$ cat config.mk
export PLATFORM = sky130hd
export DESIGN_NAME = sfx_sequencer
export DESIGN_NICKNAME = d
export VERILOG_FILES = /design/src/rtl/sfx_sequencer.sv
export SDC_FILE = /design/constraint.sdc
export NUM_CORES = 1
export LEC_CHECK = 0
export ABC_AREA = 1
export CAP_MARGIN = 0
export CORE_UTILIZATION = 45
export CTS_CLUSTER_SIZE = 10
export DETAILED_ROUTE_END_ITERATION = 10
export GPL_ROUTABILITY_DRIVEN = 0
export PLACE_DENSITY_LB_ADDON = 0.08
export SYNTH_ARGS = -nofsm -noshare
export SYNTH_HDL_FRONTEND = slang
export SYNTH_SLANG_ARGS = --single-unit
$ cat constraint.sdc
create_clock -name clk -period 6.46 [get_ports clk]
set_clock_uncertainty 0.1 [all_clocks]
set_input_delay 0.646 -clock clk [delete_from_list [all_inputs] [get_ports clk]]
set_output_delay 0.646 -clock clk [all_outputs]
set_load 0.05 [all_outputs]
$ cat src/rtl/sfx_sequencer.sv
// sfx_sequencer: plays short square-wave jingles for jump, game start and
// game over. Note pitch is a half-period divider in clk cycles; note length
// is counted in 60 Hz game ticks.
//
// Ports:
//   clk              system (pixel) clock
//   rst_n            synchronous active-low reset
//   game_tick        one-cycle 60 Hz pulse, advances note timing
//   game_start_pulse one-cycle request for the start jingle
//   jump_pulse       one-cycle request for the jump chirp
//   game_over_pulse  one-cycle request for the game-over jingle
//   mute             level; forces sound low without stopping sequencing
//   sound            registered square-wave audio output
//   busy             high while an effect plays
//   cur_effect       00 none, 01 jump, 10 start, 11 game over
//
// state | meaning
// IDLE  | silent, waiting for a request
// PLAY  | stepping through the active effect's note table
module sfx_sequencer #(
    parameter int CLK_HZ = 25175000,
    parameter int DIV_W  = 16
) (
    input  logic       clk,
    input  logic       rst_n,
    input  logic       game_tick,
    input  logic       game_start_pulse,
    input  logic       jump_pulse,
    input  logic       game_over_pulse,
    input  logic       mute,
    output logic       sound,
    output logic       busy,
    output logic [1:0] cur_effect
);

    localparam int HP_392  = CLK_HZ / (2 * 392);
    localparam int HP_523  = CLK_HZ / (2 * 523);
    localparam int HP_659  = CLK_HZ / (2 * 659);
    localparam int HP_784  = CLK_HZ / (2 * 784);
    localparam int HP_880  = CLK_HZ / (2 * 880);
    localparam int HP_1320 = CLK_HZ / (2 * 1320);

    // Encoding doubles as priority: a larger code wins.
    localparam logic [1:0] FX_NONE  = 2'd0;
    localparam logic [1:0] FX_JUMP  = 2'd1;
    localparam logic [1:0] FX_START = 2'd2;
    localparam logic [1:0] FX_OVER  = 2'd3;

    typedef enum logic {IDLE, PLAY} state_t;

    state_t             state, state_nxt;
    logic [1:0]         effect, effect_nxt;
    logic [1:0]         note_idx, note_idx_nxt;
    logic [DIV_W-1:0]   div_cnt, div_cnt_nxt;
    logic [3:0]         tick_cnt, tick_cnt_nxt;
    logic               tone, tone_nxt;
    logic               sound_nxt;
    logic [1:0]         req_fx;
    logic               load;
    logic [4:0]         tick_inc;
    logic [DIV_W-1:0]   hp;
    logic [4:0]         dur;
    logic [1:0]         last_idx;

    function automatic logic [DIV_W-1:0] note_hp(input logic [1:0] fx, input logic [1:0] idx);
        logic [DIV_W-1:0] h;
        h = DIV_W'(HP_880);
        case (fx)
            FX_JUMP:  h = (idx == 2'd0) ? DIV_W'(HP_880) : DIV_W'(HP_1320);
            FX_START: case (idx)
                          2'd0:    h = DIV_W'(HP_523);
                          2'd1:    h = DIV_W'(HP_659);
                          default: h = DIV_W'(HP_784);
                      endcase
            FX_OVER:  case (idx)
                          2'd0:    h = DIV_W'(HP_784);
                          2'd1:    h = DIV_W'(HP_659);
                          2'd2:    h = DIV_W'(HP_523);
                          default: h = DIV_W'(HP_392);
                      endcase
            default:  h = DIV_W'(HP_880);
        endcase
        return h;
    endfunction

    function automatic logic [4:0] note_dur(input logic [1:0] fx, input logic [1:0] idx);
        logic [4:0] d;
        case (fx)
            FX_JUMP:  d = 5'd3;
            FX_START: d = 5'd6;
            FX_OVER:  d = (idx == 2'd3) ? 5'd16 : 5'd8;
            default:  d = 5'd1;
        endcase
        return d;
    endfunction

    function automatic logic [1:0] note_last(input logic [1:0] fx);
        logic [1:0] l;
        case (fx)
            FX_JUMP:  l = 2'd1;
            FX_START: l = 2'd2;
            FX_OVER:  l = 2'd3;
            default:  l = 2'd0;
        endcase
        return l;
    endfunction

    always_ff @(posedge clk) begin
        if (!rst_n) begin
            state    <= IDLE;
            effect   <= FX_NONE;
            note_idx <= '0;
            div_cnt  <= '0;
            tick_cnt <= '0;
            tone     <= 1'b0;
            sound    <= 1'b0;
        end else begin
            state    <= state_nxt;
            effect   <= effect_nxt;
            note_idx <= note_idx_nxt;
            div_cnt  <= div_cnt_nxt;
            tick_cnt <= tick_cnt_nxt;
            tone     <= tone_nxt;
            sound    <= sound_nxt;
        end
    end

    always_comb begin
        state_nxt    = state;
        effect_nxt   = effect;
        note_idx_nxt = note_idx;
        div_cnt_nxt  = div_cnt;
        tick_cnt_nxt = tick_cnt;
        tone_nxt     = tone;

        if (game_over_pulse)       req_fx = FX_OVER;
        else if (game_start_pulse) req_fx = FX_START;
        else if (jump_pulse)       req_fx = FX_JUMP;
        else                       req_fx = FX_NONE;

        // In IDLE effect is FX_NONE, so any request loads.
        load     = (req_fx != FX_NONE) && (req_fx >= effect);
        hp       = note_hp(effect, note_idx);
        dur      = note_dur(effect, note_idx);
        last_idx = note_last(effect);
        tick_inc = {1'b0, tick_cnt} + 5'd1;

        if (load) begin
            // A trigger swallows a coincident game_tick.
            state_nxt    = PLAY;
            effect_nxt   = req_fx;
            note_idx_nxt = '0;
            div_cnt_nxt  = '0;
            tick_cnt_nxt = '0;
            tone_nxt     = 1'b0;
        end else if (state == PLAY) begin
            if (div_cnt == hp - DIV_W'(1)) begin
                div_cnt_nxt = '0;
                tone_nxt    = ~tone;
            end else begin
                div_cnt_nxt = div_cnt + DIV_W'(1);
            end
            if (game_tick) begin
                if (tick_inc == dur) begin
                    tick_cnt_nxt = '0;
                    div_cnt_nxt  = '0;
                    tone_nxt     = 1'b0;
                    if (note_idx == last_idx) begin
                        state_nxt    = IDLE;
                        effect_nxt   = FX_NONE;
                        note_idx_nxt = '0;
                    end else begin
                        note_idx_nxt = note_idx + 2'd1;
                    end
                end else begin
                    tick_cnt_nxt = tick_inc[3:0];
                end
            end
        end else begin
            tone_nxt = 1'b0;
        end

        // Registered from the next tone so the first rising edge lands HP
        // cycles after load, while mute still lags its input by one cycle.
        sound_nxt = tone_nxt & ~mute;
    end

    assign busy       = (state == PLAY);
    assign cur_effect = effect;

endmodule

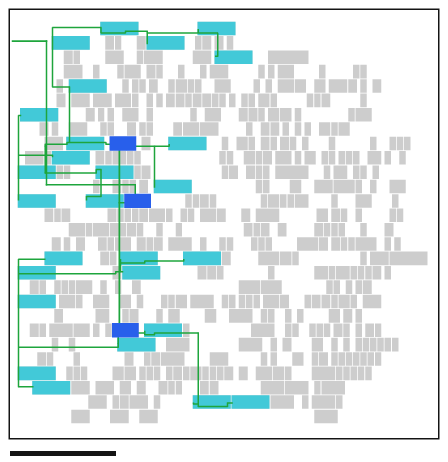
Run 1: clock wires, drivers and flops
Bar = 20 microns.
- clock drivers: blue (count 3)
- flip-flops: cyan (count 27)
- clock wires: green (length 373 microns)
- routed clock nets: 4

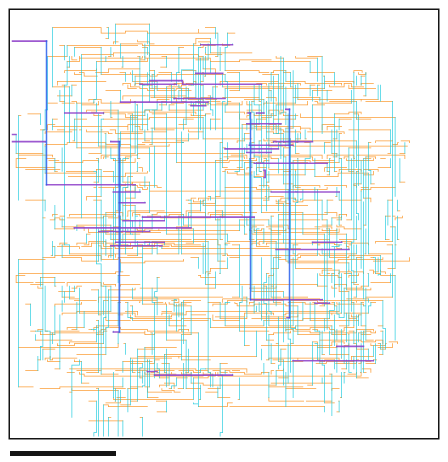
Run 1: wiring by layer
Bar = 20 microns.
- metal 3: purple (wire length 339 microns)
- metal 4: blue (wire length 138 microns)
- metal 1: orange (wire length 3,550 microns)
- metal 2: cyan (wire length 2,910 microns)

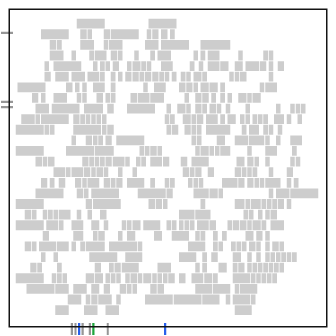
Run 1: I/O pins on the die edge
Pins as bars across the die edge, other pins in gray.
- `cur_effect`: blue (pins 2; direction output; edge bottom)
- `busy`: green (pins 1; direction output; edge bottom)

==> results.tsv, run 1 <==
metric	value	unit
status	finished, final reports clean	
via count	2736	
total nets after synthesis	478	
clock power share	19.6	%
die span in x	81.0	microns
crit-path max FO	17	
reg2reg setup slack	2840	ps
syn_area_per_cell	6.18	sq um
drt drc	0	
Max Fclk	277	MHz
Int Power	283	uW
P_leak	1.39	nW
htree depth	1	
Ports	11	
post-synth cell types	34	
tool warning count	35	
area post-placement	0.00294	sq mm
max-cap violation count	0	
Worst R2R Start	cur_effect[1]	
die outline area	0.00657	sq mm
Tot GR Track Use	23.2	%
post-synthesis xor/xnor area fraction	6.54	%
Registers, synthesis	27	
Sw Pwr	216	uW
Max VDD drop	0.000124	V
via/cell ratio	5.10	
combinational power share	44.9	%
RSZ-0062 raised after global routing	no	
largest net degree at the start of global routing	21	
Finish-stage setup viols	0	
CTS tree	built	
part of the power in registers	35.5	%
Clock Root Buffer	clkbuf_8	
global-route wire length before repair	11600	microns
Adder Area Share	7.12	%
class of the most critical setup path	register to register	
total negative slack	0	ps
period utilisation layout	56.0	%
Post-Layout Inst Area	0.00299	sq mm
Sw Ratio	43.2	%
pwr dens	167	mW/mm^2
Post-synth EDFFs	0	
run 1: synth_stat cells (2+ instances only):
cell      instances  area share [%]
nor2_4            4             1.6
inv_1            65             8.7
o21ai_0          13             2.3
nand2_1         135              18
nand3_2          13             4.6
clkbuf_1          3            0.40
inv_4             2            0.45
a21oi_1          27             4.8
a21oi_2           2            0.62
nor2_1           34             4.5
nand3_1          40             7.1
nor3_1            5            0.89
ha_1             16             7.1
inv_2             5            0.67
nand3b_1          5             1.3
buf_6             3             1.2
or2_2             4            0.89
nand4_1           9             2.0
nand2_4           2            0.80
dfxtp_1          27              19
xor2_1           20             6.2
nor2_2            7             1.6
nand2_2           3            0.67
run 1: cell type report:
cell class              count  area (sq um)  share of cell area (%)
well taps                  75          93.8                    3.14
multi-input cells         347          1930                    64.5
repair buffers             10           100                    3.35
flip-flops and latches     27           541                    18.1
inverters                  73           279                    9.35
clock buffers               3          41.3                    1.38
clock inverters             1          5.00                   0.168
run 1: power by group through the flow:
stage               Clock (mW)  Sequential, mW  Combinational [mW]
finish                  0.0979           0.177               0.224
global placement             0           0.181               0.223
floorplan                    0           0.187               0.173
global route             0.108           0.178               0.252
CTS                      0.103           0.177               0.223
detailed placement           0           0.181               0.222
run 1: worst max-delay path by stage:
stage | start | endpoint | depth (start not counted)
3_5_place_dp | cur_effect[1] | div_cnt[3] | 16
6_report | cur_effect[1] | sound | 17
4_1_cts | cur_effect[1] | sound | 17
2_1_floorplan | cur_effect[0] | div_cnt[10] | 20
3_3_place_gp | cur_effect[1] | sound | 17
5_1_grt | cur_effect[1] | div_cnt[3] | 16
run 1: layer usage:
layer	vias up	track usage, %	wire, microns
li1	1445	-	-
met1	1203	33.7	3550
met2	79	36.1	2910
met3	9	1.57	338
met4	0	7.50	138
met5	-	0	0
run 1: registers in the layout (all words and copies together) (netlist names):
name / count
tick_cnt: 4
div_cnt: 16
tone: 1
note_idx: 2
busy: 1
sound: 1
cur_effect: 2
run 1: cell families (layout without fill, tap and decap cells):
logic type | Yosys count | after routing
fa+ha+maj | 16 | 16
compound gates | 43 | 43
xor+xnor | 21 | 21
flops | 27 | 27
simple gates | 267 | 267
buf+inv | 81 | 87
run 1: cell usage in the layout (no fill, tap or decap), types with 9 or more instances in the layout:
cell / count
clkdlybuf4s50_1: 10
nand2_1: 135
nand4_1: 9
nand3_1: 40
dfxtp_1: 27
nand3_2: 13
ha_1: 16
inv_1: 65
nor2_1: 34
a21oi_1: 27
xor2_1: 20
o21ai_0: 13
run 1: metrics by stage:
stage          instances  setup WS [ps]  power (mW)  utilization [%]
2_1_floorplan        455           3260       0.360                -
3_3_place_gp         532           2960       0.403             49.3
3_5_place_dp         532           2940       0.403             49.3
4_1_cts              536           2910       0.503             50.1
5_1_grt              536           2560       0.539             50.1
6_report             536           2840       0.499             50.1
run 1: critical path: stages (launching register included):
cell      delay, ps
dfxtp_1         630
ha_1            440
inv_2            80
nand2_1         140
nand3_1         170
nand2_1         170
inv_1            80
ha_1            290
nand3b_1        240
nand3_1         110
nand2_1          70
nor2_1          120
nand3_1         110
nor2_2          140
nand4_4         330
nand2_1         140
nand3_1         100
nor2_1          100
Run 1, clock routing:
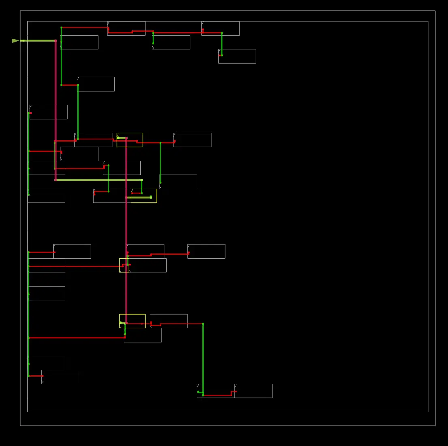

==> run 1 -> run 2 <==
clock period = 3 ns   (was 6.46 ns; I/O delays follow)
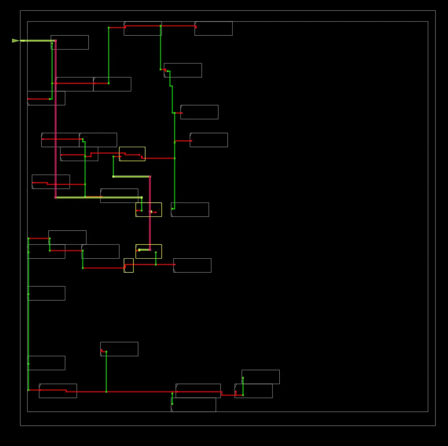
Run 2: clock routing
Clk power: 209 uW
Clock Sinks: 27

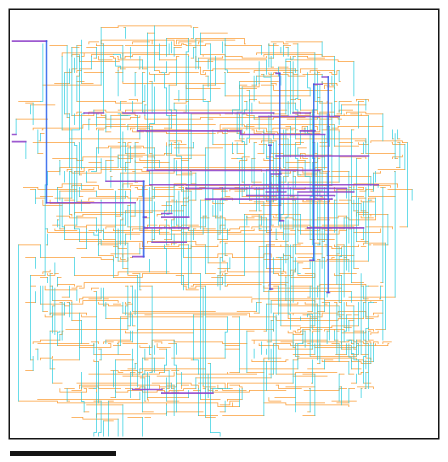
Run 2: wiring by layer
Bar = 20 microns.
- metal 2: cyan (wire length 3,090 microns)
- metal 1: orange (wire length 3,610 microns)
- metal 3: purple (wire length 359 microns)
- metal 4: blue (wire length 174 microns)

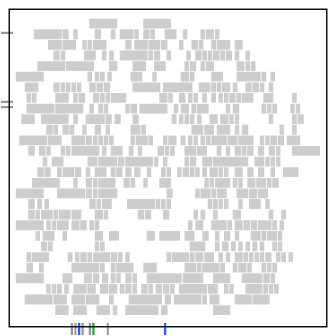
Run 2: I/O pins on the die edge
Pins as bars across the die edge, other pins in gray.
- `busy`: green (pins 1; direction output; edge bottom)
- `cur_effect`: blue (pins 2; direction output; edge bottom)

==> results.tsv, run 2 <==
metric	value	unit	change
CTS tree	built		
CTS clk-pin slew, worst paths	100	ps	
status	finished, final reports clean		
Post-Layout Inst Area	0.00317	sq mm	+6.0%
total nets after synthesis	478		unchanged
Tot GR Track Use	24.0	%	+0.80 points
syn_area_per_cell	6.18	sq um	unchanged
period utilisation layout	92.2	%	+36 points
Clock Root Buffer	clkbuf_8		
crit-path max FO	10		-7
P_leak	1.47	nW	+5.8%
reg2reg setup slack	230	ps	-2610 ps
largest net degree at the start of global routing	20		-4.8%
dpl cells	548		+3.0%
drt drc	0		unchanged
Largest Register	div_cnt		
class of the most critical setup path	register to register		
area post-placement	0.00306	sq mm	+4.2%
top flop regs	div_cnt: 16 flops, tick_cnt: 4 flops		
Place WS	70.6	ps	-2870 ps
CP startpoint	cur_effect[0]		
CP Capture Point	div_cnt[4]		
tool warning count	35		unchanged
Area leader share	19.2	%	unchanged
pwr dens	358	mW/mm^2	+110%
Final WS setup	233	ps	-2610 ps
most frequent logic cell in the layout	nand2_1		
top cells by area	dfxtp_1 19%, nand2_1 18%, inv_1 8.7%		
Max VDD drop	0.000293	V	+140%
post-synth cell types	34		unchanged
Ports	11		unchanged
max-cap violation count	0		unchanged
die outline area	0.00657	sq mm	unchanged
die span in x	81.0	microns	unchanged
post-synth top area cell	dfxtp_1		
Max Fclk	361	MHz	+31%
global-route wire length before repair	12200	microns	+4.6%
via/cell ratio	5.02		-1.7%
synth cell count leaders	135 x nand2_1, 65 x inv_1, 40 x nand3_1		
run 2: cell count changes in the layout (fill, tap and decap cells not counted), moves of 2 or more:
cell and change:
ha_4 +2, ha_2 +3, dfxtp_1 -2, ha_1 -5
buf_4 +16, dfxtp_4 +2
run 2: power by group:
group,internal (mW),switching (mW)
Combinational,0.190,0.354
Clock,0.0931,0.115
Sequential,0.367,0.0139
run 2: worst min path at each step:
stage	endpoint	from	slack (ps)	cells past startpoint
floorplan	sound	mute	270	1
global placement	tick_cnt[3]	tick_cnt[3]	360	2
detailed placement	tick_cnt[3]	tick_cnt[3]	360	2
CTS	tick_cnt[3]	tick_cnt[3]	370	2
global route	tick_cnt[3]	tick_cnt[3]	400	2
finish	tick_cnt[3]	tick_cnt[3]	370	2
run 2: metal layers:
metal	share of wire (%)	GRT usage, %
met5	0	0
met3	5.0	1.91
met2	43	38.2
met4	2.4	7.86
met1	50	34.0
run 2: cells by family (layout without fill, tap and decap cells):
logic type	after synthesis	in the layout	share of synthesized area, %
AND-OR/OR-AND	43	43	7.97
XOR/XNOR	21	21	6.55
adder cells (fa/ha/maj)	16	16	7.12
buffers and inverters	81	104	12.2
flip-flops	27	27	19.2
AND/OR/NAND/NOR	267	267	46.9
run 2: final cells by class:
| class | count | area, sq um |
|---|---|---|
| repair buffers | 27 | 231 |
| clock buffers | 3 | 41.3 |
| inverters | 73 | 282 |
| fillers | 632 | 2790 |
| flip-flops and latches | 27 | 548 |
| multi-input cells | 347 | 1960 |
| clock inverters | 1 | 5.00 |
| well taps | 75 | 93.8 |
run 2: stage by stage:
step / setup TNS (ps) / power [mW] / utilization (%)
floorplan: 0 / 0.776 / -
global placement: 0 / 0.909 / 51.4
detailed placement: 0 / 0.909 / 51.4
CTS: 0 / 1.12 / 52.2
global route: -15.9 / 1.22 / 53.2
finish: 0 / 1.13 / 53.2
run 2: timing repair:
| action | CTS | global route |
|---|---|---|
| gates resized | 0 | 14 |
| hold buffers | 0 | 0 |
| setup buffers | 0 | 1 |
| setup endpoints to repair | 0 | 18 |
run 2: critical path, cell delays in order, from the launching register on:
cell     delay (ps)
dfxtp_4         420
inv_2            70
ha_2            200
inv_4           110
nand2_2         100
nor2_2          180
nand3_2         180
nor2_8          240
nand2_2         120
xor2_1          200
nand2_1          90
nor2_2          140
nand4_4         160
buf_4           200
nand3_1          70
a21oi_1          70
Run 2, clock wires, drivers and flops:
Bar = 20 microns.
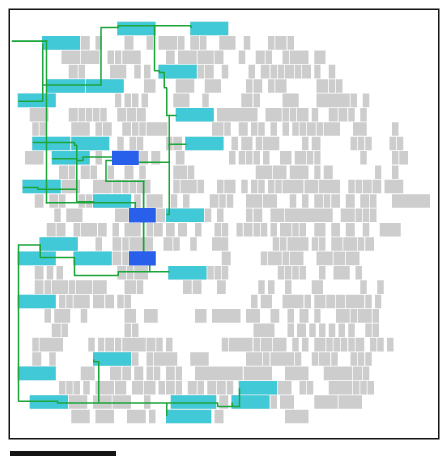

==> run 2 -> run 3 <==
MAX_ROUTING_LAYER = met4   (was not set)
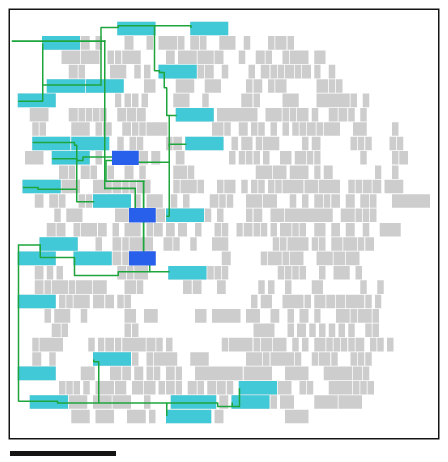
Run 3: clock wires, drivers and flops
Bar = 20 microns.
- flip-flops: cyan (count 27)
- clock wires: green (length 369 microns)
- clock drivers: blue (count 3)
- routed clock nets: 4

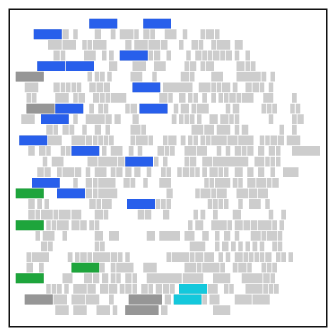
Run 3: sequential cells grouped by signal name
Other sequential cells in the stronger gray, the rest of the logic in the fainter gray.
- `div_cnt`: blue (flops 16)
- `tick_cnt`: green (flops 4; where lower left)
- `note_idx`: cyan (flops 2)
- not colored: 5

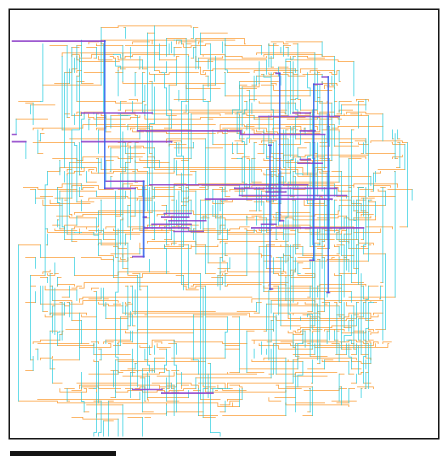
Run 3: wiring by layer
Bar = 20 microns.
- metal 1: orange (wire length 3,630 microns)
- metal 4: blue (wire length 171 microns)
- metal 2: cyan (wire length 3,120 microns)
- metal 3: purple (wire length 310 microns)

==> results.tsv, run 3 <==
metric	value	unit	change
post-synth top area cell	dfxtp_1		
CP Capture Point	div_cnt[4]		
DRT antenna net count	0		
Largest Register	div_cnt		
total negative slack	0	ps	unchanged
Power, Total	1.13	mW	about the same
post-synth cell types	34		unchanged
status	finished, final reports clean		
Diodes inserted	0		
largest net degree at the start of global routing	20		unchanged
Yosys warning total	0		
Max VDD drop	0.000293	V	about the same
Worst R2R Start	cur_effect[0]		
Area leader share	19.2	%	unchanged
Clock Root Buffer	clkbuf_8		
global-route wire length before repair	12100	microns	-0.16%
reg2reg setup slack	230	ps	about the same
synth cell count leaders	135 x nand2_1, 65 x inv_1, 40 x nand3_1		
largest stage delay on the critical path	420	ps	about the same
CP startpoint kind	register		
WHS	367	ps	
most instantiated logic cells after routing	134 x nand2_1, 64 x inv_1, 40 x nand3_1		
die span in x	81.0	microns	unchanged
P&R area growth vs syn	12.6	%	
die outline area	0.00657	sq mm	unchanged
dpl cells	548		unchanged
slowest CP cell	dfxtp_4		
CTS tree	built		
total nets after synthesis	478		unchanged
top cells by area	dfxtp_1 19%, nand2_1 18%, inv_1 8.7%		
cts hold-fix bufs	0		unchanged
max-cap violation count	0		unchanged
CTS clk-pin slew, worst paths	100	ps	about the same
Max Fclk	362	MHz	about the same
syn_area_per_cell	6.18	sq um	unchanged
worst hold path class	register to register		
Post-synth EDFFs	0		
crit-path max FO	10		unchanged
Total Wirelength	7230	microns	
# rows	28		
via/cell ratio	5.04		+0.36%
Slew HR	56.8	%	
period utilisation layout	92.2	%	about the same
ys cells	455		
share of layout cells above drive strength 1	15.9	%	
top flop regs	div_cnt: 16 flops, tick_cnt: 4 flops		
CP cell instances	inv_2 -> ha_2 -> inv_4 -> nand2_2 -> nor2_2 -> nand3_2 -> nor2_8 -> nand2_2 -> xor2_1 -> nand2_1 -> nor2_2 -> nand4_4 -> buf_4 -> nand3_1 -> a21oi_1		
via count	2786		
Tot GR Track Use	24.7	%	+0.65 points
class of the most critical setup path	register to register		
Clock Sinks	27		unchanged
Ports	11		unchanged
grt ovf	0		
P_leak	1.47	nW	unchanged
CP startpoint	cur_effect[0]		
most frequent logic cell in the layout	nand2_1		
Mapped Area	0.00281	sq mm	
tool warning count	35		unchanged
Finish-stage setup viols	0		
pwr dens	358	mW/mm^2	about the same
drt drc	0		unchanged
## run 3: layer usage
layer | GRT usage, % | part of all wire [%] | vias up
li1 | - | - | 1477
met4 | 7.86 | 2.4 | 0
met5 | - | 0 | -
met2 | 38.3 | 43 | 66
met1 | 33.7 | 50 | 1230
met3 | 1.91 | 4.3 | 13
## run 3: cell type report
cell class / count / area, sq um
clock buffers: 3 / 41.3
clock inverters: 1 / 5.00
fillers: 632 / 2790
inverters: 73 / 282
multi-input cells: 347 / 1960
flip-flops and latches: 27 / 548
well taps: 75 / 93.8
repair buffers: 27 / 231
## run 3: repair_timing
| action | CTS | global route |
|---|---|---|
| endpoints found under the setup margin | 0 | 18 |
| buffers inserted | 0 | 1 |
| gates resized | 0 | 14 |
## run 3: worst max-delay path, delay by kind of cell (launching register included)
kind	cells	cell delay (ps)
and+or+nand+nor	9	1280
DFF	1	420
buffers and inverters	3	380
adders and majority gates	1	200
xor gates and xnor gates	1	200
AOI/OAI and AO/OA	1	70
## run 3: worst min path at each step
stage	start	to	slack [ps]	cells past startpoint
3_5_place_dp	tick_cnt[3]	tick_cnt[3]	360	2
5_1_grt	tick_cnt[3]	tick_cnt[3]	400	2
3_3_place_gp	tick_cnt[3]	tick_cnt[3]	360	2
4_1_cts	tick_cnt[3]	tick_cnt[3]	370	2
2_1_floorplan	mute	sound	270	1
6_report	tick_cnt[3]	tick_cnt[3]	370	2
## run 3: per-stage QoR
stage	area, sq um	setup slack (ps)	utilization [%]
final	3170	234	53.2
after floorplan	2810	8.55	-
after global placement	3060	102	51.4
after global routing	3170	-7.80	53.2
after detailed placement	3060	70.6	51.4
after CTS	3110	50.8	52.2
## run 3: where the power goes
group / leakage, nW / internal, mW / switching (mW)
Combinational: 1.22 / 0.190 / 0.354
Sequential: 0.220 / 0.367 / 0.0139
Clock: 0.0255 / 0.0931 / 0.115
## run 3: logic make-up after synthesis
group	Yosys count	synth area share, %
xor+xnor	21	6.55
fa+ha+maj	16	7.12
buf+inv	81	12.2
compound gates	43	7.97
flops	27	19.2
simple gates	267	46.9
Power figures rest on the tool's default switching activity, not on a simulated workload.
